run_1/floorplan.png
The bar under the picture is 20 um long. Pins as bars on the die edge.
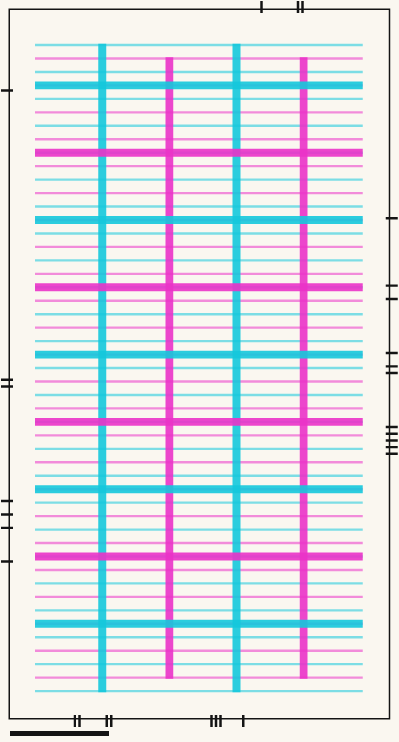
run_1/m3.png
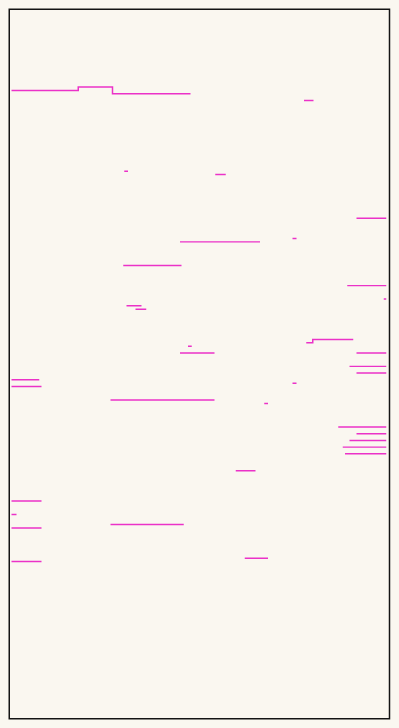
run_1/m2.png
The bar under the picture is 20 um long.
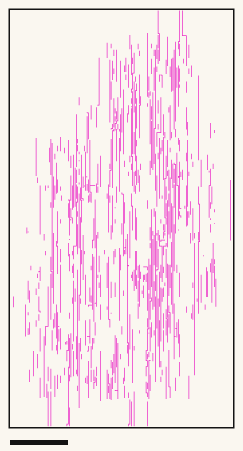
run_1/layers.png
The bar under the picture is 20 um long. Two of the layers only.
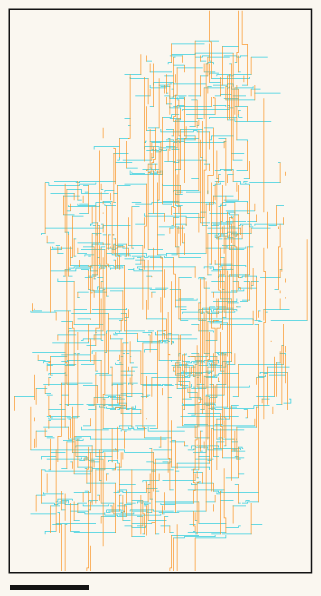
[config.mk]
export PLATFORM = sky130hd
export DESIGN_NAME = seg_display_ctrl_flat
export DESIGN_NICKNAME = d
export VERILOG_FILES = /design/src/rtl/seg_display_ctrl_pkg.sv /design/src/rtl/seg_display_ctrl_if.sv /design/src/rtl/seg_display_ctrl_decoder_7_seg.sv /design/src/rtl/seg_display_ctrl.sv /design/src/flat_wrapper.sv
export SDC_FILE = /design/constraint.sdc
export NUM_CORES = 1
export LEC_CHECK = 0
export CORE_ASPECT_RATIO = 2
export CORE_MARGIN = 5
export CORE_UTILIZATION = 40
export DETAILED_ROUTE_END_ITERATION = 10
export HOLD_SLACK_MARGIN = 0.08
export SYNTH_ARGS = -nofsm -noshare
export SYNTH_HDL_FRONTEND = slang
export SYNTH_SLANG_ARGS = --single-unit
[constraint.sdc]
create_clock -name clk -period 2.9 [get_ports clk]
set_clock_uncertainty 0.05 [all_clocks]
set_input_delay 0.58 -clock clk [delete_from_list [all_inputs] [get_ports clk]]
set_output_delay 0.58 -clock clk [all_outputs]
set_load 0.1 [all_outputs]
[src/rtl/seg_display_ctrl_pkg.sv]
// seg_display_ctrl_pkg: shared display constants, conversion states and the double-dabble nibble correction
package seg_display_ctrl_pkg;
  localparam logic [7:0] SEG_BLANK = 8'hFF;
  localparam logic [3:0] AN_OFF = 4'b1111;
  localparam logic [3:0] NIB_BLANK = 4'hF;
  localparam int BCD_ITER = 8;
  typedef enum logic {IDLE, CONV} state_t;
  function automatic logic [3:0] dd_fix(input logic [3:0] n);
    return n >= 4'd5 ? n + 4'd3 : n;
  endfunction
endpackage

[src/rtl/seg_display_ctrl_if.sv]
// seg_display_ctrl_if: processor-side value/strobe/options and board-side anode/cathode pins
// value/load/blank_lz/dp_en: driven by the processor (master)
// busy/an/seg: driven by the controller (slave)
interface seg_display_ctrl_if;
  logic [7:0] value;
  logic load;
  logic blank_lz;
  logic [3:0] dp_en;
  logic busy;
  logic [3:0] an;
  logic [7:0] seg;
  modport master (output value, load, blank_lz, dp_en, input busy, an, seg);
  modport slave (input value, load, blank_lz, dp_en, output busy, an, seg);
endinterface

[src/rtl/seg_display_ctrl_decoder_7_seg.sv]
// decoder_7_seg: active-low 7-segment font for decimal digits, all segments off otherwise
// nib: digit to show; seg[6:0]: cathodes g..a, active-low
module decoder_7_seg (
  input  logic [3:0] nib,
  output logic [6:0] seg
);
  always_comb begin
    case (nib)
      4'd0: seg = 7'b1000000;
      4'd1: seg = 7'b1111001;
      4'd2: seg = 7'b0100100;
      4'd3: seg = 7'b0110000;
      4'd4: seg = 7'b0011001;
      4'd5: seg = 7'b0010010;
      4'd6: seg = 7'b0000010;
      4'd7: seg = 7'b1111000;
      4'd8: seg = 7'b0000000;
      4'd9: seg = 7'b0010000;
      default: seg = 7'h7F;
    endcase
  end
endmodule

[src/rtl/seg_display_ctrl.sv]
// seg_display_ctrl: 8-bit binary to BCD (double-dabble) with multiplexed 4-digit common-anode drive
// clk/rst: system clock, asynchronous active-high reset
// bus.value/load: value captured on load while idle; bus.busy high during the 8 conversion cycles
// bus.blank_lz/dp_en: leading-zero blanking and per-digit decimal points, sampled at each slot edge
// bus.an/seg: registered active-low anodes and cathodes (seg[7]=dp)
module seg_display_ctrl
  import seg_display_ctrl_pkg::*;
#(
  parameter int REFRESH_DIV = 100000
) (
  input logic clk,
  input logic rst,
  seg_display_ctrl_if.slave bus
);
  localparam int PW = $clog2(REFRESH_DIV);
  localparam int IW = $clog2(BCD_ITER);
  state_t state, state_nxt;
  logic [19:0] sr, sr_nxt;
  logic [IW-1:0] it;
  logic [3:0] hun, ten, one, nib;
  logic [PW-1:0] pre;
  logic [1:0] idx, idx_nxt;
  logic [6:0] dec;
  logic slot, done;
  always_ff @(posedge clk or posedge rst)
    if (rst) state <= IDLE;
    else state <= state_nxt;
  always_comb begin
    sr_nxt = {dd_fix(sr[19:16]), dd_fix(sr[15:12]), dd_fix(sr[11:8]), sr[7:0]} << 1;
    done = state == CONV && it == IW'(BCD_ITER - 1);
    state_nxt = state == IDLE ? (bus.load ? CONV : IDLE) : (done ? IDLE : CONV);
    slot = pre == PW'(REFRESH_DIV - 1);
    idx_nxt = idx + 2'd1;
    nib = idx_nxt == 2'd0 ? one :
          idx_nxt == 2'd1 ? (bus.blank_lz && hun == 4'd0 && ten == 4'd0 ? NIB_BLANK : ten) :
          idx_nxt == 2'd2 ? (bus.blank_lz && hun == 4'd0 ? NIB_BLANK : hun) : NIB_BLANK;
  end
  assign bus.busy = state == CONV;
  // digits change only on the final shift, so the scan never sees a partial result
  always_ff @(posedge clk or posedge rst)
    if (rst) begin
      sr <= '0;
      it <= '0;
      {hun, ten, one} <= '0;
    end else if (state == IDLE && bus.load) begin
      sr <= {12'b0, bus.value};
      it <= '0;
    end else if (state == CONV) begin
      sr <= sr_nxt;
      it <= it + 1'b1;
      if (done) {hun, ten, one} <= sr_nxt[19:8];
    end
  decoder_7_seg u_dec (.nib(nib), .seg(dec));
  always_ff @(posedge clk or posedge rst)
    if (rst) begin
      pre <= '0;
      idx <= 2'd3;
      bus.an <= AN_OFF;
      bus.seg <= SEG_BLANK;
    end else begin
      pre <= slot ? '0 : pre + 1'b1;
      if (slot) begin
        idx <= idx_nxt;
        bus.an <= ~(4'b0001 << idx_nxt);
        bus.seg <= {~bus.dp_en[idx_nxt], dec};
      end
    end
endmodule

[src/flat_wrapper.sv]
// flat-port wrapper written by rule: the top's interface ports become plain ports
module seg_display_ctrl_flat import seg_display_ctrl_pkg::*;
#(
  parameter int REFRESH_DIV = 100000
)
  (clk, rst, bus_value, bus_load, bus_blank_lz, bus_dp_en, bus_busy, bus_an, bus_seg);
  seg_display_ctrl_if bus_i ();
  input logic clk;
  input logic rst;
  input wire logic [$bits(bus_i.value)-1:0] bus_value;
  input wire logic [$bits(bus_i.load)-1:0] bus_load;
  input wire logic [$bits(bus_i.blank_lz)-1:0] bus_blank_lz;
  input wire logic [$bits(bus_i.dp_en)-1:0] bus_dp_en;
  output wire logic [$bits(bus_i.busy)-1:0] bus_busy;
  output wire logic [$bits(bus_i.an)-1:0] bus_an;
  output wire logic [$bits(bus_i.seg)-1:0] bus_seg;
  assign bus_i.value = bus_value;
  assign bus_i.load = bus_load;
  assign bus_i.blank_lz = bus_blank_lz;
  assign bus_i.dp_en = bus_dp_en;
  assign bus_busy = bus_i.busy;
  assign bus_an = bus_i.an;
  assign bus_seg = bus_i.seg;
  seg_display_ctrl #(.REFRESH_DIV(REFRESH_DIV)) u_core (.clk(clk), .rst(rst), .bus(bus_i));
endmodule
==> ci_impl_report.md, run 1 <==
## Synthesis and layout report

| Metric | Value |
|---|---|
| Total grt overflow | `0` |
| CTS Root Buffer Type | `clkbuf_16` |
| Slowest stage delay, CP | `0.57 ns` |
| MI comb cells | `258` |
| CP max FO | `4` |
| Syn avg cell area | `10.01 um2` |
| TritonCTS clock tree | `yes` |
| Fin Setup TNS | `0 ns` |
| Net Sw Frac | `35.75%` |
| Final nets | `421` |
| Total power | `3.870 mW` |
| Log Warnings | `34` |
| Vias in the first global route | `2684` |
| Hpwl dp | `5468 um` |
| First-pass GRT wire length | `12520 um` |
| Mux share | `4.415%` |
| GPL Wtd Cong | `0.7819` |
| Post-synth top cells | `dfrtp_1 (53), nand2_1 (43), o21ai_0 (26)` |
| Post-route design area | `0.004239 mm2` |
| Hold Violations, Final | `0` |
| Reg2reg end | `u_core.bus.seg[6]$_DFFE_PP1N_` |
| Proportion of layout cells with a drive suffix above 1 | `17.26%` |
| FA/HA/MAJ Cells, Area Fraction | `5.652%` |
| Crit path buf inv count | `2` |
| Met3 routed WL | `233 um` |
| Max FFs per register | `20` |
| Initial DRC Count | `86` |
| Gr busiest metal | `met2` |
| CTS Hold Bufs | `0` |
| Register area | `0.001694 mm2` |
| Yosys xor share | `4.945%` |
| Fillers | `863` |
| Register share after synthesis | `47.83%` |
| Detail-routed via count per cell | `5.358` |
| DRT Pass-1 Iters | `4` |
| Power Sequential | `1.41 mW` |
| Cell taking the most area after synthesis | `dfrtp_1` |
| Largest net degree at the start of global routing | `68` |
| Die Height | `143.1 um` |
| Met2 routed WL | `4012 um` |
| Endpoint type of the worst setup path | `flip-flop` |
| RSZ-0062 raised after global routing | `no` |
| FP Core Util | `40.96%` |
| Num CTS Buffers | `9` |
| Number of antenna violations at the first check in global routing | `0` |
| Hold WS | `0.4114 ns` |
| Met1 Usage GRT | `15.05%` |
| Hold Path Depth | `2` |
| CP startpoint | `u_core.idx[0]$_DFFE_PP1N_` |
| H-tree levels | `3` |
| Reg-to-reg slack, setup | `0.17 ns` |
| Comb area | `0.001723 mm2` |
| Critical Path Stages | `10` |
| Clock Power Share | `28.7%` |
| Most used cell, CP | `ha_1` |
| Num ports | `29` |
| HP Start | `u_core.bus.an[0]$_DFFE_PP1N_` |
| Main area contributors | `dfrtp_1 (37%), dfstp_2 (10%), ha_1 (5.7%)` |
| Fmax | `366.2 MHz` |
| Met1 wire length | `2879 um` |
| Final WS setup | `0.1692 ns` |
| Startpoint Class | `flip-flop` |
| Non-CTS buffers | `37` |
| Registers | `67` |
| Tapcells | `100` |
| Logic gate share of total power | `34.8%` |
| Regs by FF count | `u_core.sr: 20 flops, u_core.pre: 17 flops, u_core.bus.seg: 8 flops` |
| Floorplan Nets | `386` |
| AND/OR/NAND/NOR Cells, Area Fraction | `20.77%` |
| WHS Endpoint | `u_core.bus.an[0]$_DFFE_PP1N_` |
| Worst slew margin | `58.74%` |
| Aoi share | `12.86%` |
| Top-count cell post-synth | `dfrtp_1` |
| Top Family by Delay on Critical Path | `simple AND/OR/NAND/NOR gates` |
| Sw power | `1.383 mW` |
| Most common logic cells in the final layout | `dfrtp_1 (53), nand2_1 (43), o21ai_0 (26), nor2_1 (24), buf_4 (21)` |
| Fin util | `49.02%` |
| Outcome | `completed` |
| Comb/total area | `40.64%` |
| Setup WS pre-CTS | `0.08061 ns` |
| Crit path kind | `reg -> reg` |
| Hold Path Class | `reg -> reg` |
| Number of enable flip-flop cells | `0` |
| Placed Area | `0.003930 mm2` |
| Largest cell class by area | `combinational gates` |
| Yosys chip area | `0.003542 mm2` |
| Antenna Nets Post-Route | `0` |
| Postcts setup bufs | `0` |
| Die Size | `0.01095 mm2` |
| CTS Buffer Depth | `2` |
| Critical path arrival | `2.93 ns` |
| Synthesis-stage register bit count | `67` |
| Dominant logic cell type in the layout | `dfrtp_1` |
| Late-Pin Clk Latency | `0.33 ns` |
| Post-synthesis cell area | `0.003542 mm2` |
| CTS clk-pin slew, worst paths | `0.05 ns` |
| Post-CTS Resized | `0` |
| Final min period | `2.731 ns` |
| Top layer in use | `met4` |
| Final Non-Filler Cells | `494` |
| PD cells | `912.9 mW/mm2` |
| FF-to-FF Start | `u_core.idx[0]$_DFFE_PP1N_` |
| Final Max-Slew Violation Tally | `0` |
| Largest reg by FF count | `u_core.sr` |
| DRC | `0` |
| Clock buffer count | `14` |
| Buffering overhead | `7.733%` |
| Diode count | `0` |
| CP required | `3.10 ns` |
| Flop pwr share | `36.4%` |
| Least-Margin Pin Slew | `0.6189 ns` |
| Die extent in x | `76.54 um` |
| ClkCell Share | `7.290%` |
| Max Cap Viol | `0` |
| Fin crit share | `94.17%` |
| Largest non-sequential cell family by area | `simple AND/OR/NAND/NOR gates` |
| P_int | `2.486 mW` |
| Setup violators final | `0` |
| Sink Count | `67` |
| Area leader share | `37.44%` |
| Rows | `48` |
| Inst Count DP | `478` |
| Share of flip-flops with an asynchronous set or reset | `100.0%` |
| Distinct lib cells used | `56` |
| Critical Path, Cell by Cell | `inv_1, ha_1, or3b_4, a211oi_1, nor3_4, buf_4, ha_1, nor3_1, a32oi_1, o31a_1` |
| Area growth syn-to-layout | `19.68%` |
| Synth warn | `0` |
| Crit path max-delay cell type | `dfstp_2` |
| Leak pwr | `1.889 nW` |
| Inverters | `16` |
| Top Consumer | `sequential cells` |
| Comb pwr | `1.35 mW` |
| Synth Flop Type | `dfrtp_1` |
| Cell count in the Yosys report | `354` |
| Clock-net power | `1.11 mW` |
| Port bufs | `28` |
| Post-Syn Instances | `354` |
| Fraction of area in registers | `39.96%` |
| Critical Path End | `u_core.bus.seg[6]$_DFFE_PP1N_` |
Notes on floorplan.png above:
Key: magenta = VDD; cyan = VSS
The core has 48 rows. 9 straps on met5. 29 signal pins sit on the boundary. 49 met1 rails follow the rows. 4 straps on met4.
Core ar.: 0.008648 mm2
worst vdd ir: 0.5584 mV

Notes on m3.png above:
26 nets have wire on it. The wires run mostly horizontal.
final WL: 7351 um
routed via count: 2647
GRT met3 Usage: 3.409%

Notes on m2.png above:
The layer carries 4010 um of wire. The wires run mostly vertical. 353 nets have wire on it. The layer holds 55% of the routed length. The longest straight run is 45.2 um.
met2 Use GR: 25.99%

Notes on layers.png above:
Key: cyan = M1 [wire length 2880 um]; orange = M2 [wire length 4010 um]
Avg WL per Cell: 14.88 um
GRT Overall Usage: 14.33%

==> run 2: changes to the inputs <==
--- a/config.mk
+++ b/config.mk
@@ -7,9 +7,10 @@
 export LEC_CHECK = 0
 export CORE_ASPECT_RATIO = 2
 export CORE_MARGIN = 5
-export CORE_UTILIZATION = 40
+export CORE_UTILIZATION = 55
 export DETAILED_ROUTE_END_ITERATION = 10
 export HOLD_SLACK_MARGIN = 0.08
+export PLACE_DENSITY = 0.76
 export SYNTH_ARGS = -nofsm -noshare
 export SYNTH_HDL_FRONTEND = slang
 export SYNTH_SLANG_ARGS = --single-unit
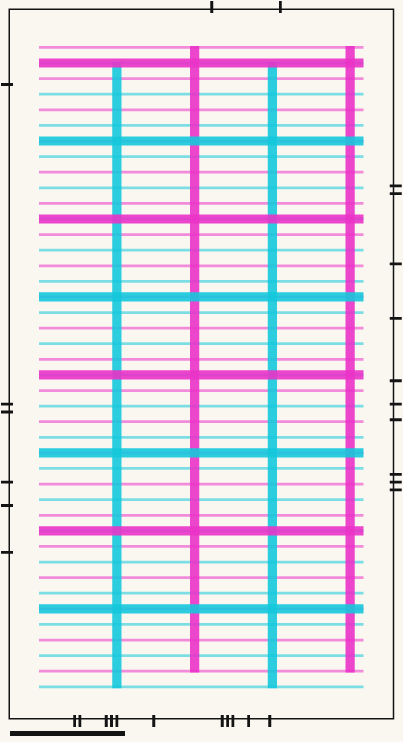
run_2/floorplan.png
The bar under the picture is 20 um long. Pins as bars on the die edge.
Key: magenta = VDD; cyan = VSS
4 straps on met4. The core has 41 rows.
die extent in x: 66.75 um
Die Height: 123.5 um
worst vdd ir: 0.8900 mV
Core ar.: 0.006310 mm2

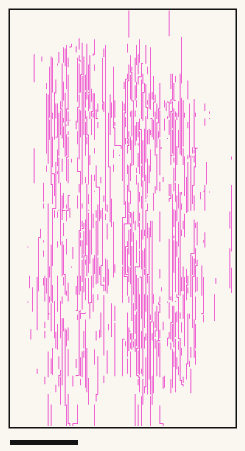
run_2/m2.png
The bar under the picture is 20 um long.
The layer carries 4190 um of wire. The layer holds 57% of the routed length.
met2 Use GR: 37.06%
routed via count: 2695
final WL: 7322 um

==> run 2 against run 1 <==
Effect of this change: non-clock buffer count is 2 lower; synthesized area stayed put; final area is 0.30% higher; sequential share of layout area is 0.12 points lower; critical endpoint is now u_core.bus.seg[4]$_DFFE_PP1N_; sequential power hardly changed; critical path type unchanged.
==> ci_impl_report.md, run 2 <==
## Synthesis and layout report

| Metric | Value |
|---|---|
| Met3 routed WL | `231 um` |
| CP startpoint | `u_core.idx[0]$_DFFE_PP1N_` |
| Fmax | `380.1 MHz` |
| Post-synthesis cell area | `0.003542 mm2` |
| Comb/total area | `40.64%` |
| Final min period | `2.631 ns` |
| Critical Path, Cell by Cell | `inv_1, ha_1, buf_4, nor3b_1, o31a_1, nand2_1, inv_1, ha_1, or4b_1, a21oi_1, o21ai_1` |
| Register area | `0.001694 mm2` |
| Detail-routed via count per cell | `5.638` |
| CTS Root Buffer Type | `clkbuf_16` |
| Outcome | `completed` |
| Distinct lib cells used | `56` |
| Max Cap Viol | `0` |
| Diode count | `0` |
| Crit path buf inv count | `3` |
| Largest reg by FF count | `u_core.sr` |
| Inverters | `16` |
| P_int | `2.589 mW` |
| GRT Overall Usage | `20.25%` |
| ClkCell Share | `8.211%` |
| Top-count cell post-synth | `dfrtp_1` |
| Buffering overhead | `7.357%` |
| Largest cell class by area | `combinational gates` |
| Final WS setup | `0.2692 ns` |
| Regs by FF count | `u_core.sr: 20 flops, u_core.pre: 17 flops, u_core.bus.seg: 8 flops` |
| Proportion of layout cells with a drive suffix above 1 | `17.60%` |
| CTS Hold Bufs | `0` |
| Share of flip-flops with an asynchronous set or reset | `100.0%` |
| Reg-to-reg slack, setup | `0.27 ns` |
| Max FFs per register | `20` |
| Top Consumer | `sequential cells` |
| RSZ-0062 raised after global routing | `no` |
| Crit path max-delay cell type | `dfstp_2` |
| FA/HA/MAJ Cells, Area Fraction | `5.652%` |
| Port bufs | `28` |
| Fraction of area in registers | `39.85%` |
| GRT met3 Usage | `4.818%` |
| Late-Pin Clk Latency | `0.34 ns` |
| Hold Violations, Final | `0` |
| Post-synth top cells | `dfrtp_1 (53), nand2_1 (43), o21ai_0 (26)` |
| Fin util | `67.38%` |
| Final Non-Filler Cells | `478` |
| Register share after synthesis | `47.83%` |
| Crit path kind | `reg -> reg` |
| Logic gate share of total power | `33.0%` |
| Sw power | `1.437 mW` |
| Num ports | `29` |
| Registers | `67` |
| First-pass GRT wire length | `12320 um` |
| Slowest stage delay, CP | `0.58 ns` |
| Inst Count DP | `462` |
| CP max FO | `7` |
| Num CTS Buffers | `9` |
| Leak pwr | `1.892 nW` |
| Final nets | `419` |
| Initial DRC Count | `153` |
| Clock-net power | `1.27 mW` |
| GPL Wtd Cong | `0.8731` |
| Fillers | `514` |
| DRC | `0` |
| Least-Margin Pin Slew | `0.6700 ns` |
| DRT Pass-1 Iters | `4` |
| Placed Area | `0.003897 mm2` |
| Aoi share | `12.86%` |
| Worst slew margin | `55.33%` |
| Hold WS | `0.4127 ns` |
| Post-CTS Resized | `0` |
| Syn avg cell area | `10.01 um2` |
| Gr busiest metal | `met2` |
| Endpoint type of the worst setup path | `flip-flop` |
| FP Core Util | `56.14%` |
| Area leader share | `37.44%` |
| Final Max-Slew Violation Tally | `0` |
| Largest non-sequential cell family by area | `simple AND/OR/NAND/NOR gates` |
| Critical Path End | `u_core.bus.seg[4]$_DFFE_PP1N_` |
| Total grt overflow | `0` |
| Area growth syn-to-layout | `20.03%` |
| Hpwl dp | `5448 um` |
| Flop pwr share | `35.4%` |
| Postcts setup bufs | `0` |
| Yosys xor share | `4.945%` |
| CP required | `3.11 ns` |
| Clock buffer count | `9` |
| Net Sw Frac | `35.69%` |
| Top layer in use | `met4` |
| Startpoint Class | `flip-flop` |
| Avg WL per Cell | `15.32 um` |
| PD cells | `947.0 mW/mm2` |
| Top Family by Delay on Critical Path | `simple AND/OR/NAND/NOR gates` |
| HP Start | `u_core.bus.seg[4]$_DFFE_PP1N_` |
| Number of enable flip-flop cells | `0` |
| Synth warn | `0` |
| Cell count in the Yosys report | `354` |
| Vias in the first global route | `2685` |
| Hold Path Class | `reg -> reg` |
| Setup WS pre-CTS | `0.1200 ns` |
| H-tree levels | `3` |
| Log Warnings | `34` |
Power is estimated from default activity; no workload was simulated.
